run_1/flops_by_reg.png
Scale bar: 20 um. Other sequential cells in the stronger gray, the rest of the logic in the fainter gray.
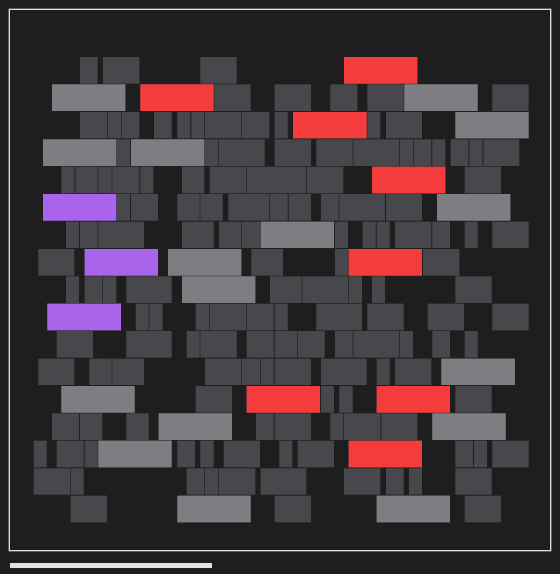
run_1/clk_routes.png
Scale bar: 20 um.
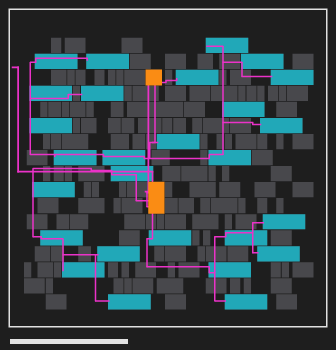
run_1/sizes.png
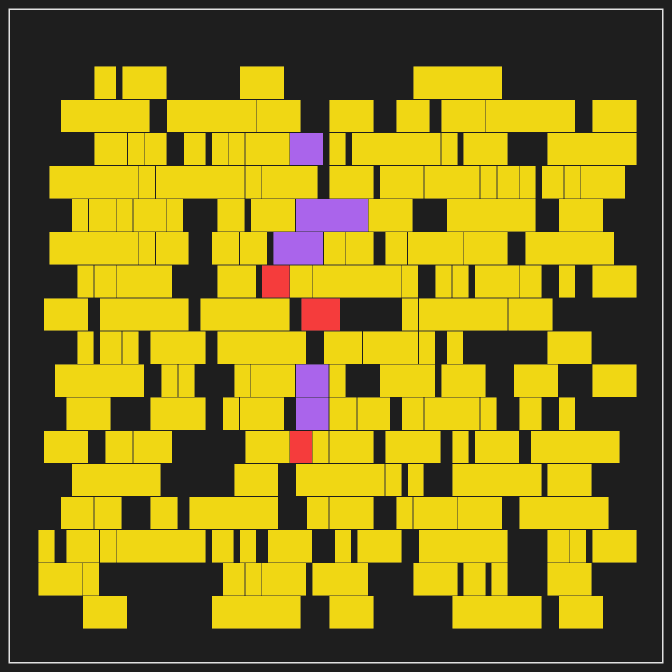
**config.mk**
```make
export PLATFORM = sky130hd
export DESIGN_NAME = layer_argmax_8_flat
export DESIGN_NICKNAME = d
export VERILOG_FILES = /design/src/rtl/layer_argmax_8_if.sv /design/src/rtl/layer_argmax_8.sv /design/src/flat_wrapper.sv
export SDC_FILE = /design/constraint.sdc
export NUM_CORES = 1
export LEC_CHECK = 0
export CORE_MARGIN = 2
export CORE_UTILIZATION = 55
export DETAILED_ROUTE_END_ITERATION = 12
export GPL_ROUTABILITY_DRIVEN = 0
export HOLD_SLACK_MARGIN = 0.05
export PLACE_DENSITY_LB_ADDON = 0.08
export SKIP_LAST_GASP = 1
export SYNTH_ARGS = -nofsm -noshare
export SYNTH_HDL_FRONTEND = slang
export SYNTH_SLANG_ARGS = --single-unit
```
**constraint.sdc**
```tcl
create_clock -name clk -period 6 [get_ports clk]
set_clock_uncertainty 0.2 [all_clocks]
set_input_delay 0.6 -clock clk [delete_from_list [all_inputs] [get_ports clk]]
set_output_delay 0.6 -clock clk [all_outputs]
set_load 0.05 [all_outputs]
```
**src/rtl/layer_argmax_8_if.sv**
```systemverilog
// Stream interface for layer_argmax_8.
//   Element side : s_valid / s_ready / data_in  (one signed T-bit element per transfer)
//   Result side  : m_valid / m_ready / data_out (IW-bit index) / max_out (signed T-bit value)
// Modports:
//   slave  - the argmax block (consumes elements, produces the result)
//   master - the environment (produces elements, consumes the result)
interface layer_argmax_8_if #(
   parameter int T  = 8,
   parameter int IW = 3
);
   logic          s_valid;
   logic          s_ready;
   logic [T-1:0]  data_in;
   logic          m_valid;
   logic          m_ready;
   logic [IW-1:0] data_out;
   logic [T-1:0]  max_out;

   modport slave (
      input  s_valid, data_in, m_ready,
      output s_ready, m_valid, data_out, max_out
   );

   modport master (
      output s_valid, data_in, m_ready,
      input  s_ready, m_valid, data_out, max_out
   );
endinterface

```
**src/rtl/layer_argmax_8.sv**
```systemverilog
// layer_argmax_8: collects an N-element vector of signed T-bit elements and reports
// the index and value of the largest element (lowest index wins ties).
// Ports:
//   clk   - clock, all state updates on the rising edge
//   reset - synchronous, active-high; discards any partial vector
//   bus   - layer_argmax_8_if.slave
//             s_valid/s_ready/data_in  : element stream in (s_ready = 1 only while accumulating)
//             m_valid/m_ready          : result handshake, result held until taken
//             data_out                 : index of the maximum element
//             max_out                  : value of the maximum element
module layer_argmax_8 #(
   parameter int T  = 8,
   parameter int N  = 8,
   parameter int IW = $clog2(N)
) (
   input  logic            clk,
   input  logic            reset,
   layer_argmax_8_if.slave bus
);

   typedef enum logic {
      ACCUM = 1'b0,
      HOLD  = 1'b1
   } state_e;

   state_e                state_q,    state_d;
   logic [IW-1:0]         elem_cnt_q, elem_cnt_d;
   logic signed [T-1:0]   best_val_q, best_val_d;
   logic [IW-1:0]         best_idx_q, best_idx_d;
   logic                  m_valid_q,  m_valid_d;
   logic [IW-1:0]         data_out_q, data_out_d;
   logic signed [T-1:0]   max_out_q,  max_out_d;

   logic                  accept;
   logic                  last_elem;
   logic                  take_new;
   logic signed [T-1:0]   cand_val;
   logic [IW-1:0]         cand_idx;

   always_comb begin
      state_d    = state_q;
      elem_cnt_d = elem_cnt_q;
      best_val_d = best_val_q;
      best_idx_d = best_idx_q;
      m_valid_d  = m_valid_q;
      data_out_d = data_out_q;
      max_out_d  = max_out_q;

      accept    = bus.s_valid && (state_q == ACCUM);
      last_elem = (elem_cnt_q == IW'(N - 1));
      // Element 0 always seeds the running max; later ones must be strictly greater,
      // so ties keep the earlier index.
      take_new  = (elem_cnt_q == '0) || ($signed(bus.data_in) > best_val_q);
      cand_val  = take_new ? $signed(bus.data_in) : best_val_q;
      cand_idx  = take_new ? elem_cnt_q : best_idx_q;

      case (state_q)
         ACCUM: begin
            if (accept) begin
               best_val_d = cand_val;
               best_idx_d = cand_idx;
               if (last_elem) begin
                  // The final element takes part in the compare before the result is latched.
                  data_out_d = cand_idx;
                  max_out_d  = cand_val;
                  m_valid_d  = 1'b1;
                  elem_cnt_d = '0;
                  state_d    = HOLD;
               end else begin
                  elem_cnt_d = elem_cnt_q + IW'(1);
               end
            end
         end
         HOLD: begin
            if (m_valid_q && bus.m_ready) begin
               m_valid_d = 1'b0;
               state_d   = ACCUM;
            end
         end
         default: state_d = ACCUM;
      endcase
   end

   always_ff @(posedge clk) begin
      if (reset) begin
         state_q    <= ACCUM;
         elem_cnt_q <= '0;
         best_val_q <= '0;
         best_idx_q <= '0;
         m_valid_q  <= 1'b0;
         data_out_q <= '0;
         max_out_q  <= '0;
      end else begin
         state_q    <= state_d;
         elem_cnt_q <= elem_cnt_d;
         best_val_q <= best_val_d;
         best_idx_q <= best_idx_d;
         m_valid_q  <= m_valid_d;
         data_out_q <= data_out_d;
         max_out_q  <= max_out_d;
      end
   end

   assign bus.s_ready  = (state_q == ACCUM);
   assign bus.m_valid  = m_valid_q;
   assign bus.data_out = data_out_q;
   assign bus.max_out  = max_out_q;

endmodule

```
**src/flat_wrapper.sv**
```systemverilog
// flat-port wrapper written by rule: the top's interface ports become plain ports
module layer_argmax_8_flat 
#(
   parameter int T  = 8,
   parameter int N  = 8,
   parameter int IW = $clog2(N)
)
  (clk, reset, bus_s_valid, bus_data_in, bus_m_ready, bus_s_ready, bus_m_valid, bus_data_out, bus_max_out);
  layer_argmax_8_if #(.T(T), .IW(IW)) bus_i ();
  input  logic clk;
  input  logic reset;
  input wire logic [$bits(bus_i.s_valid)-1:0] bus_s_valid;
  input wire logic [$bits(bus_i.data_in)-1:0] bus_data_in;
  input wire logic [$bits(bus_i.m_ready)-1:0] bus_m_ready;
  output wire logic [$bits(bus_i.s_ready)-1:0] bus_s_ready;
  output wire logic [$bits(bus_i.m_valid)-1:0] bus_m_valid;
  output wire logic [$bits(bus_i.data_out)-1:0] bus_data_out;
  output wire logic [$bits(bus_i.max_out)-1:0] bus_max_out;
  assign bus_i.s_valid = bus_s_valid;
  assign bus_i.data_in = bus_data_in;
  assign bus_i.m_ready = bus_m_ready;
  assign bus_s_ready = bus_i.s_ready;
  assign bus_m_valid = bus_i.m_valid;
  assign bus_data_out = bus_i.data_out;
  assign bus_max_out = bus_i.max_out;
  layer_argmax_8 #(.T(T), .N(N), .IW(IW)) u_core (.clk(clk), .reset(reset), .bus(bus_i));
endmodule
```
==> results.sh, run 1 <==
# flow metrics
export IMPL_swShare=0.2840
export IMPL_crit_start="bus_data_in[6]"
export IMPL_grt_overflow_total=0
export IMPL_synthTopCellsByArea="dfxtp_1, mux2i_1, ha_1"
export IMPL_pg_seq_uw=191
export IMPL_comb_share=0.4484
export IMPL_first_global_vias=1007
export IMPL_cp_start_kind="input pin"
export IMPL_worstPathCellList="clkdlybuf4s50_1, ha_1, a211oi_1, o211a_1, a21oi_4, o21ai_2, mux2i_1, nor2_1"
export IMPL_fa_ha_area_frac=0.1018
export IMPL_cts_root_buf="clkbuf_4"
export IMPL_syn_area_um2=1353
export IMPL_path_delay_family="AND-OR/OR-AND gates"
export IMPL_period_used=0.4754
export IMPL_worstPathMaxFanout=10
export IMPL_wl_per_cell_um=12.73
export IMPL_crit_buf_inv=1
export IMPL_ys_cells=150
export IMPL_worstSetupPathType="input pin to flip-flop"
export IMPL_core_area_um2=2276
export IMPL_setup_violations=0
export IMPL_fmax_ghz=0.3506
export IMPL_aoi_share=0.1295
export IMPL_ios=25
export IMPL_vdd_ir_drop_max_mv=0.1772
export IMPL_p_seq_frac=0.558
export IMPL_nonClkBufAreaFrac=0.1479
export IMPL_pre_cts_slack_ns=2.775
export IMPL_worst_pin_slew_ns=1.011
export IMPL_p_leak_nw=0.6526
export IMPL_cts_tree="done"
export IMPL_grt_use_met3=0.02500
export IMPL_post_cts_buffers=0
export IMPL_hold_viol=0
export IMPL_io_buffer_count=24
export IMPL_drv_cap=0
export IMPL_clk_power_uw=78.9
export IMPL_synth_seq_cells=27
export IMPL_flop_count=27
export IMPL_combGateArea_um2=728.2
export IMPL_status="complete, no violations"
export IMPL_first_pass_iters=4
export IMPL_hp_class="flip-flop to flip-flop"
export IMPL_cts_sinks=27
export IMPL_async_reset_ff_frac=0
export IMPL_xor_area_frac=0.006475
export IMPL_rsz0062_at_grt="false"
export IMPL_hold_ws_ns=0.2554
export IMPL_logic_gate_count=103
export IMPL_layout_min_cycle_time_ns=2.853
export IMPL_p_comb_frac=0.211
export IMPL_r2r_cells=8
export IMPL_p_switching_uw=97.13
export IMPL_top_cell="dfxtp_1"
export IMPL_dr_wl_met2_mm=1.266
export IMPL_drv_slew=0
export IMPL_grt_antenna_before_repair=0
export IMPL_crit_end="u_core.best_val_q[1]$_SDFFE_PP0P_"
export IMPL_slowest_stage="o21ai_2"
export IMPL_reg2reg_from="u_core.best_val_q[6]$_SDFFE_PP0P_"
export IMPL_dominant_cells="multi-input combinational cells"
export IMPL_maxPowerGroup="registers"
export IMPL_wl_met3_um=108
export IMPL_routedLengthMet1_mm=1.119
export IMPL_largest_area_cell="dfxtp_1"
export IMPL_drc_errors=0
export IMPL_synth_warnings=0
export IMPL_fin_setup_tns_ns=0
export IMPL_clk_latency_ns=0.32
export IMPL_syn_to_final_growth_pct=20.07
export IMPL_warning_count=27
export IMPL_drt_iter0_drc=16
export IMPL_netlist_top_cells_count="dfxtp_1, mux2i_1, nor2_1, inv_1, nand2_1"
export IMPL_edf_count=0
export IMPL_hold_path_end="u_core.bus.max_out[2]$_SDFFE_PP0P_"
export IMPL_synth_nets=173
export IMPL_synthFlopType="dfxtp_1"
export IMPL_drt_total_wl_mm=2.546
export IMPL_synthCells=150
export IMPL_holdPathStages=2
export IMPL_end_kind="flip-flop"
export IMPL_cp_depth=8
export IMPL_placed_cell_area_um2=1597
export IMPL_fin_ws_ns=3.147
export IMPL_p_per_area_nw_per_um2=210.6
export IMPL_intPower_uw=244.8
export IMPL_powerComb_uw=72.1
export IMPL_final_cell_area_um2=1624
export IMPL_highest_layer="met4"
export IMPL_utilization=0.7136
export IMPL_mux_share=0.1480
export IMPL_grt_pass1_wl_mm=4.264
export IMPL_clockNetworkAreaShare=0.01695
export IMPL_clock_path_buffers=2
export IMPL_chip_area_um2=2872
export IMPL_grt_use_met1=0.2422
export IMPL_reg2reg_slack_ns=3.47
export IMPL_num_rows=17
export IMPL_dp_cells=196
export IMPL_path_clk_slew_ns=0.14
export IMPL_use_met2=0.3704
export IMPL_nNonClkInverters=14
export IMPL_final_layout_size_suffix_gt1_frac=0.04651
export IMPL_ys_seq_frac=0.3996
export IMPL_clock_buffers=3
export IMPL_numCtsBuffers=3
export IMPL_hold_buffers=0
export IMPL_antenna_left=0
export IMPL_die_w_um=53.59
export IMPL_ys_types=30
export IMPL_avgSynthCellArea_um2=9.017
export IMPL_signal_buffers=24
export IMPL_vias=1068
export IMPL_synthSimpleGateAreaFrac=0.1526
export IMPL_ys_chip_area_um2=1353
export IMPL_p_clk_frac=0.231
export IMPL_grt_max_degree=18
export IMPL_initCoreUtil=0.5943
export IMPL_arrival_ns=2.86
export IMPL_cp_required_ns=6.01
export IMPL_h_tree_depth=1
export IMPL_fin_cells=200
export IMPL_p_total_uw=342.0
export IMPL_min_from="u_core.bus.max_out[2]$_SDFFE_PP0P_"
export IMPL_post_cts_resize_count=0
export IMPL_slowest_delay_ns=0.58
export IMPL_dp_hpwl_mm=1.915
export IMPL_dieHeight_um=53.59
## Picture notes: flops_by_reg.png
signal	color	sequential cells
u_core.elem_cnt_q	purple	3
u_core.best_val_q	red	8

## Picture notes: clk_routes.png
[clock wires] magenta | length: 314 um
[clock drivers] orange | count: 3
[flip-flops] cyan | count: 27
routed clock nets	4

## Picture notes: sizes.png
size	color	cells
_0 and _1 cells	yellow	164
_2 cells	red	3
_3 and _4 cells	purple	5

run_1/metal_density.png
The die is cut into 11 by 11 equal tiles; dark blue is low, red is high, scaled to the fullest tile. Values are wire area over tile area, all layers added.
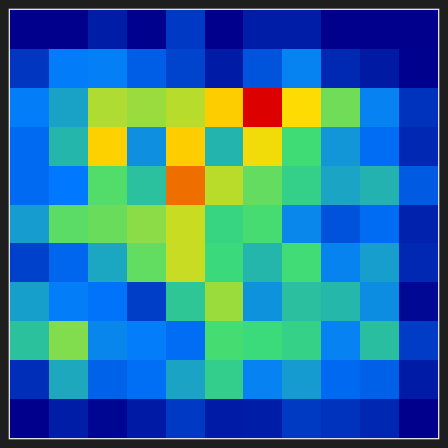

==> run 2, diff against run 1 <==
- CORE_UTILIZATION: 55 -> 46
- clock period: 6 -> 2.6 ns (I/O delays scaled with it)
run_2/metal_density.png
The die is cut into 12 by 12 equal tiles; dark blue is low, red is high, scaled to the fullest tile. Values are wire area over tile area, all layers added.
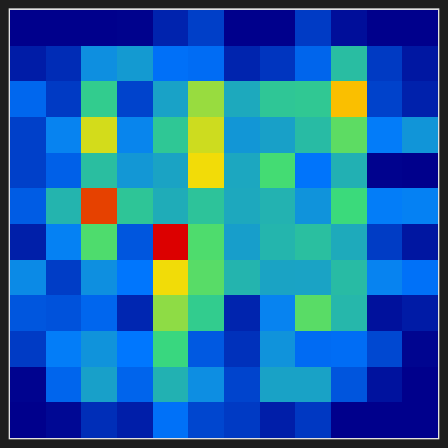
densest ninth of the die	center
mean over tiles	0.12
nearly empty tiles	13%
tiles over half the peak	10%

==> run 2 against run 1 <==
  * Wire length is 5.2% higher
  * Die area is 18% higher
  * Setup slack worse by 2.8 ns
  * Global-route usage is 2.7 points lower
  * Synthesized cell count stayed put
  * Non-clock buffer count is 8 higher
  * Register-to-register slack worse by 3.1 ns
  * Largest power group unchanged
  * First-iteration DRC count is 13% higher
==> results.sh, run 2 <==
# flow metrics
export IMPL_synthSimpleGateAreaFrac=0.1526
export IMPL_clk_power_uw=190
export IMPL_path_clk_slew_ns=0.16
export IMPL_track_usage=0.1795
export IMPL_rsz0062_at_grt="false"
export IMPL_drv_slew=0
export IMPL_pg_seq_uw=441
export IMPL_dominant_cells="multi-input combinational cells"
export IMPL_largest_area_cell="dfxtp_1"
export IMPL_ys_seq_frac=0.3996
export IMPL_grt_use_met1=0.2493
export IMPL_crit_end="u_core.bus.max_out[2]$_SDFFE_PP0P_"
export IMPL_reg2reg_from="u_core.best_val_q[6]$_SDFFE_PP0P_"
export IMPL_aoi_share=0.1295
export IMPL_crit_start="u_core.best_val_q[6]$_SDFFE_PP0P_"
export IMPL_post_cts_buffers=0
export IMPL_slowest_delay_ns=0.39
export IMPL_synth_nets=173
export IMPL_cp_required_ns=2.63
export IMPL_final_layout_size_suffix_gt1_frac=0.08889
export IMPL_signal_buffers=32
export IMPL_placed_cell_area_um2=1660
export IMPL_xor_area_frac=0.006475
export IMPL_syn_to_final_growth_pct=24.79
export IMPL_hold_path_end="u_core.bus.max_out[1]$_SDFFE_PP0P_"
export IMPL_wl_met3_um=82
export IMPL_async_reset_ff_frac=0
export IMPL_cts_root_buf="clkbuf_4"
export IMPL_wl_per_cell_um=12.69
export IMPL_h_tree_depth=1
export IMPL_clockNetworkAreaShare=0.01631
export IMPL_cts_tree="done"
export IMPL_flop_count=27
export IMPL_cts_sinks=27
export IMPL_syn_area_um2=1353
export IMPL_reg2reg_slack_ns=0.32
export IMPL_use_met2=0.2857
export IMPL_fa_ha_area_frac=0.1018
export IMPL_combGateArea_um2=728.2
export IMPL_p_seq_frac=0.545
export IMPL_dp_hpwl_mm=1.991
export IMPL_maxPowerGroup="registers"
export IMPL_ys_types=30
export IMPL_synthTopCellsByArea="dfxtp_1, mux2i_1, ha_1"
export IMPL_synth_warnings=0
export IMPL_intPower_uw=574.7
export IMPL_drt_total_wl_mm=2.678
export IMPL_dieHeight_um=58.23
export IMPL_edf_count=0
export IMPL_grt_pass1_wl_mm=4.692
export IMPL_period_used=0.8766
export IMPL_logic_gate_count=103
export IMPL_ys_chip_area_um2=1353
export IMPL_fin_setup_tns_ns=0
export IMPL_ys_cells=150
export IMPL_cp_start_kind="flip-flop"
export IMPL_comb_share=0.4314
export IMPL_cp_depth=8
export IMPL_die_w_um=58.23
export IMPL_vdd_ir_drop_max_mv=0.3288
export IMPL_min_from="u_core.bus.max_out[1]$_SDFFE_PP0P_"
export IMPL_powerComb_uw=178
export IMPL_grt_antenna_before_repair=0
export IMPL_grt_use_met3=0.02679
export IMPL_io_buffer_count=24
export IMPL_layout_min_cycle_time_ns=2.279
export IMPL_pre_cts_slack_ns=-0.01700
export IMPL_hold_buffers=0
export IMPL_warning_count=27
export IMPL_mux_share=0.1480
export IMPL_fmax_ghz=0.4388
export IMPL_p_clk_frac=0.234
export IMPL_fin_cells=211
export IMPL_grt_max_degree=17
export IMPL_dp_cells=207
export IMPL_avgSynthCellArea_um2=9.017
export IMPL_nNonClkInverters=14
export IMPL_fin_ws_ns=0.3208
export IMPL_clock_buffers=3
export IMPL_antenna_left=0
export IMPL_dr_wl_met2_mm=1.231
export IMPL_holdPathStages=2
export IMPL_ios=25
export IMPL_p_total_uw=809.3
export IMPL_grt_overflow_total=0
export IMPL_drc_errors=0
export IMPL_vias=1078
export IMPL_end_kind="flip-flop"
export IMPL_p_per_area_nw_per_um2=479.5
export IMPL_logic_family="simple AND/OR/NAND/NOR gates"
export IMPL_worstPathMaxFanout=10
export IMPL_worst_pin_slew_ns=0.4976
export IMPL_highest_layer="met4"
export IMPL_synthCells=150
export IMPL_numCtsBuffers=3
export IMPL_routedLengthMet1_mm=1.342
export IMPL_netlist_top_cells_count="dfxtp_1, mux2i_1, nor2_1, inv_1, nand2_1"
export IMPL_r2r_cells=8
export IMPL_top_cell="dfxtp_1"
export IMPL_hold_viol=0
export IMPL_chip_area_um2=3390
export IMPL_first_global_vias=1069
export IMPL_crit_buf_inv=1
export IMPL_swShare=0.2899
export IMPL_arrival_ns=2.31
export IMPL_clock_path_buffers=2
export IMPL_first_pass_iters=4
export IMPL_hold_ws_ns=0.2549
export IMPL_p_leak_nw=0.6902
export IMPL_clk_latency_ns=0.33
export IMPL_worstSetupPathType="flip-flop to flip-flop"
export IMPL_nonClkBufAreaFrac=0.1779
export IMPL_slowest_stage="dfxtp_1"
export IMPL_synth_seq_cells=27
export IMPL_initCoreUtil=0.4863
export IMPL_drv_cap=0
export IMPL_p_switching_uw=234.6
export IMPL_path_delay_family="AND-OR/OR-AND gates"
export IMPL_setup_violations=0
export IMPL_synthFlopType="dfxtp_1"
export IMPL_final_cell_area_um2=1688
export IMPL_num_rows=19
export IMPL_post_cts_resize_count=0
export IMPL_status="complete, no violations"
export IMPL_hp_class="flip-flop to flip-flop"
export IMPL_worstPathCellList="inv_1, ha_1, a211oi_1, o211a_1, a21oi_4, nor2_4, mux2i_1, o21ai_1"
export IMPL_p_comb_frac=0.220
export IMPL_drt_iter0_drc=18
run_2/placement.png
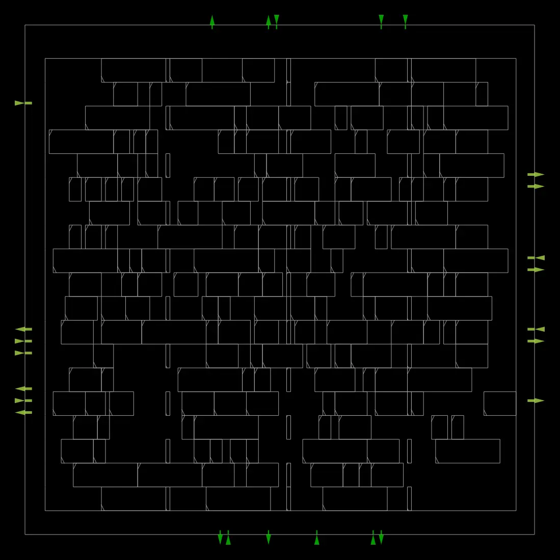
Final Util: 0.6068
core box area: 2781 um^2

==> run 3, diff against run 2 <==
- SETUP_SLACK_MARGIN: unset -> 0.05
run_3/metal_density.png
The die is cut into 12 by 12 equal tiles; dark blue is low, red is high, scaled to the fullest tile. Values are wire area over tile area, all layers added.
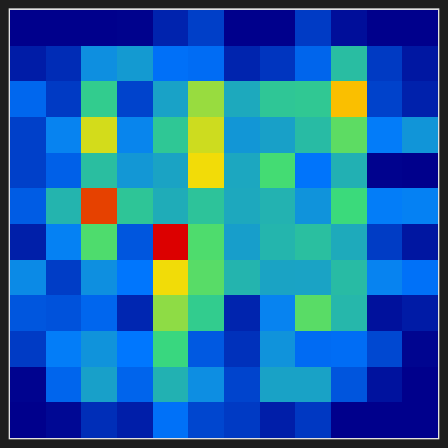
tiles over half the peak	10%
fullest tile	0.46
densest ninth of the die	center
nearly empty tiles	13%

run_3/flops_by_reg.png
Scale bar: 20 um. Other sequential cells in the stronger gray, the rest of the logic in the fainter gray.
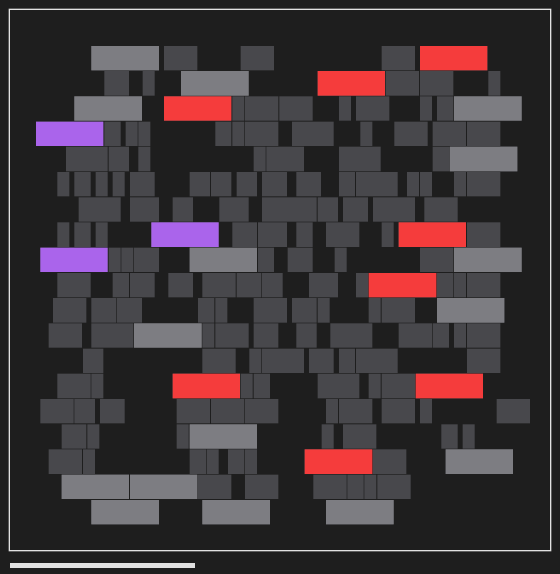
signal	color	sequential cells
u_core.best_val_q	red	8
u_core.elem_cnt_q	purple	3
not colored	16

==> run 3 against run 2 <==
  * Setup slack unchanged
  * Design area did not move
  * Non-clock buffer count unchanged
  * Register-to-register slack hardly changed
  * Fmax unchanged
  * Sequential share of layout area unchanged
  * Core utilization is the same
  * Critical path type unchanged
  * Highest routed layer unchanged
==> results.sh, run 3 <==
# flow metrics
export IMPL_cp_depth=8
export IMPL_clockNetworkAreaShare=0.01631
export IMPL_p_clk_frac=0.234
export IMPL_clk_latency_ns=0.33
export IMPL_path_delay_family="AND-OR/OR-AND gates"
export IMPL_signal_buffers=32
export IMPL_crit_end="u_core.bus.max_out[2]$_SDFFE_PP0P_"
export IMPL_largest_area_cell="dfxtp_1"
export IMPL_dp_cells=207
export IMPL_hold_path_end="u_core.bus.max_out[1]$_SDFFE_PP0P_"
export IMPL_clock_buffers=3
export IMPL_logic_family="simple AND/OR/NAND/NOR gates"
export IMPL_nNonClkInverters=14
export IMPL_status="complete, no violations"
export IMPL_fmax_ghz=0.4388
export IMPL_worst_pin_slew_ns=0.4976
export IMPL_numCtsBuffers=3
export IMPL_mux_share=0.1480
export IMPL_xor_area_frac=0.006475
export IMPL_p_seq_frac=0.545
export IMPL_ys_chip_area_um2=1353
export IMPL_p_leak_nw=0.6902
export IMPL_chip_area_um2=3390
export IMPL_slowest_delay_ns=0.39
export IMPL_hp_class="flip-flop to flip-flop"
export IMPL_worstPathMaxFanout=10
export IMPL_dr_wl_met2_mm=1.231
export IMPL_flop_count=27
export IMPL_synthCells=150
export IMPL_end_kind="flip-flop"
export IMPL_drv_cap=0
export IMPL_slowest_stage="dfxtp_1"
export IMPL_p_total_uw=809.3
export IMPL_grt_pass1_wl_mm=4.692
export IMPL_crit_buf_inv=1
export IMPL_top_cell="dfxtp_1"
export IMPL_fin_setup_tns_ns=0
export IMPL_first_pass_iters=4
export IMPL_fa_ha_area_frac=0.1018
export IMPL_synth_seq_cells=27
export IMPL_synth_warnings=0
export IMPL_ys_cells=150
export IMPL_reg2reg_slack_ns=0.32
export IMPL_track_usage=0.1795
export IMPL_swShare=0.2899
export IMPL_path_clk_slew_ns=0.16
export IMPL_layout_min_cycle_time_ns=2.279
export IMPL_cp_required_ns=2.63
export IMPL_initCoreUtil=0.4863
export IMPL_wl_per_cell_um=12.69
export IMPL_cp_start_kind="flip-flop"
export IMPL_period_used=0.8766
export IMPL_clock_path_buffers=2
export IMPL_aoi_share=0.1295
export IMPL_hold_ws_ns=0.2549
export IMPL_arrival_ns=2.31
export IMPL_hold_viol=0
export IMPL_logic_gate_count=103
export IMPL_highest_layer="met4"
export IMPL_crit_start="u_core.best_val_q[6]$_SDFFE_PP0P_"
export IMPL_first_global_vias=1069
export IMPL_use_met2=0.2857
export IMPL_clk_power_uw=190
export IMPL_comb_share=0.4314
export IMPL_hold_buffers=0
export IMPL_wl_met3_um=82
export IMPL_synthFlopType="dfxtp_1"
export IMPL_post_cts_resize_count=0
export IMPL_drc_errors=0
export IMPL_h_tree_depth=1
export IMPL_syn_area_um2=1353
export IMPL_grt_antenna_before_repair=0
export IMPL_io_buffer_count=24
export IMPL_netlist_top_cells_count="dfxtp_1, mux2i_1, nor2_1, inv_1, nand2_1"
export IMPL_ios=25
export IMPL_final_cell_area_um2=1688
export IMPL_dominant_cells="multi-input combinational cells"
export IMPL_utilization=0.6068
export IMPL_powerComb_uw=178
export IMPL_cts_root_buf="clkbuf_4"
export IMPL_drt_iter0_drc=18
export IMPL_fin_ws_ns=0.3208
export IMPL_core_area_um2=2781
export IMPL_maxPowerGroup="registers"
export IMPL_combGateArea_um2=728.2
export IMPL_post_cts_buffers=0
export IMPL_placed_cell_area_um2=1660
export IMPL_drt_total_wl_mm=2.678
export IMPL_reg2reg_from="u_core.best_val_q[6]$_SDFFE_PP0P_"
export IMPL_setup_violations=0
export IMPL_viasPerCell=5.109
export IMPL_p_comb_frac=0.220
export IMPL_grt_max_degree=17
export IMPL_avgSynthCellArea_um2=9.017
export IMPL_async_reset_ff_frac=0
export IMPL_dieHeight_um=58.23
export IMPL_worstSetupPathType="flip-flop to flip-flop"
export IMPL_num_rows=19
export IMPL_cts_tree="done"
export IMPL_vdd_ir_drop_max_mv=0.3288
export IMPL_ys_types=30
export IMPL_vias=1078
export IMPL_synthTopCellsByArea="dfxtp_1, mux2i_1, ha_1"
export IMPL_pre_cts_slack_ns=-0.01700
export IMPL_worstPathCellList="inv_1, ha_1, a211oi_1, o211a_1, a21oi_4, nor2_4, mux2i_1, o21ai_1"
export IMPL_warning_count=27
export IMPL_min_from="u_core.bus.max_out[1]$_SDFFE_PP0P_"
export IMPL_ys_seq_frac=0.3996
export IMPL_synth_nets=173
export IMPL_grt_use_met1=0.2493
export IMPL_p_per_area_nw_per_um2=479.5
export IMPL_antenna_left=0
export IMPL_nonClkBufAreaFrac=0.1779
export IMPL_die_w_um=58.23
export IMPL_pg_seq_uw=441
export IMPL_edf_count=0
export IMPL_synthSimpleGateAreaFrac=0.1526
export IMPL_final_layout_size_suffix_gt1_frac=0.08889
Power is estimated from default activity; no workload was simulated.
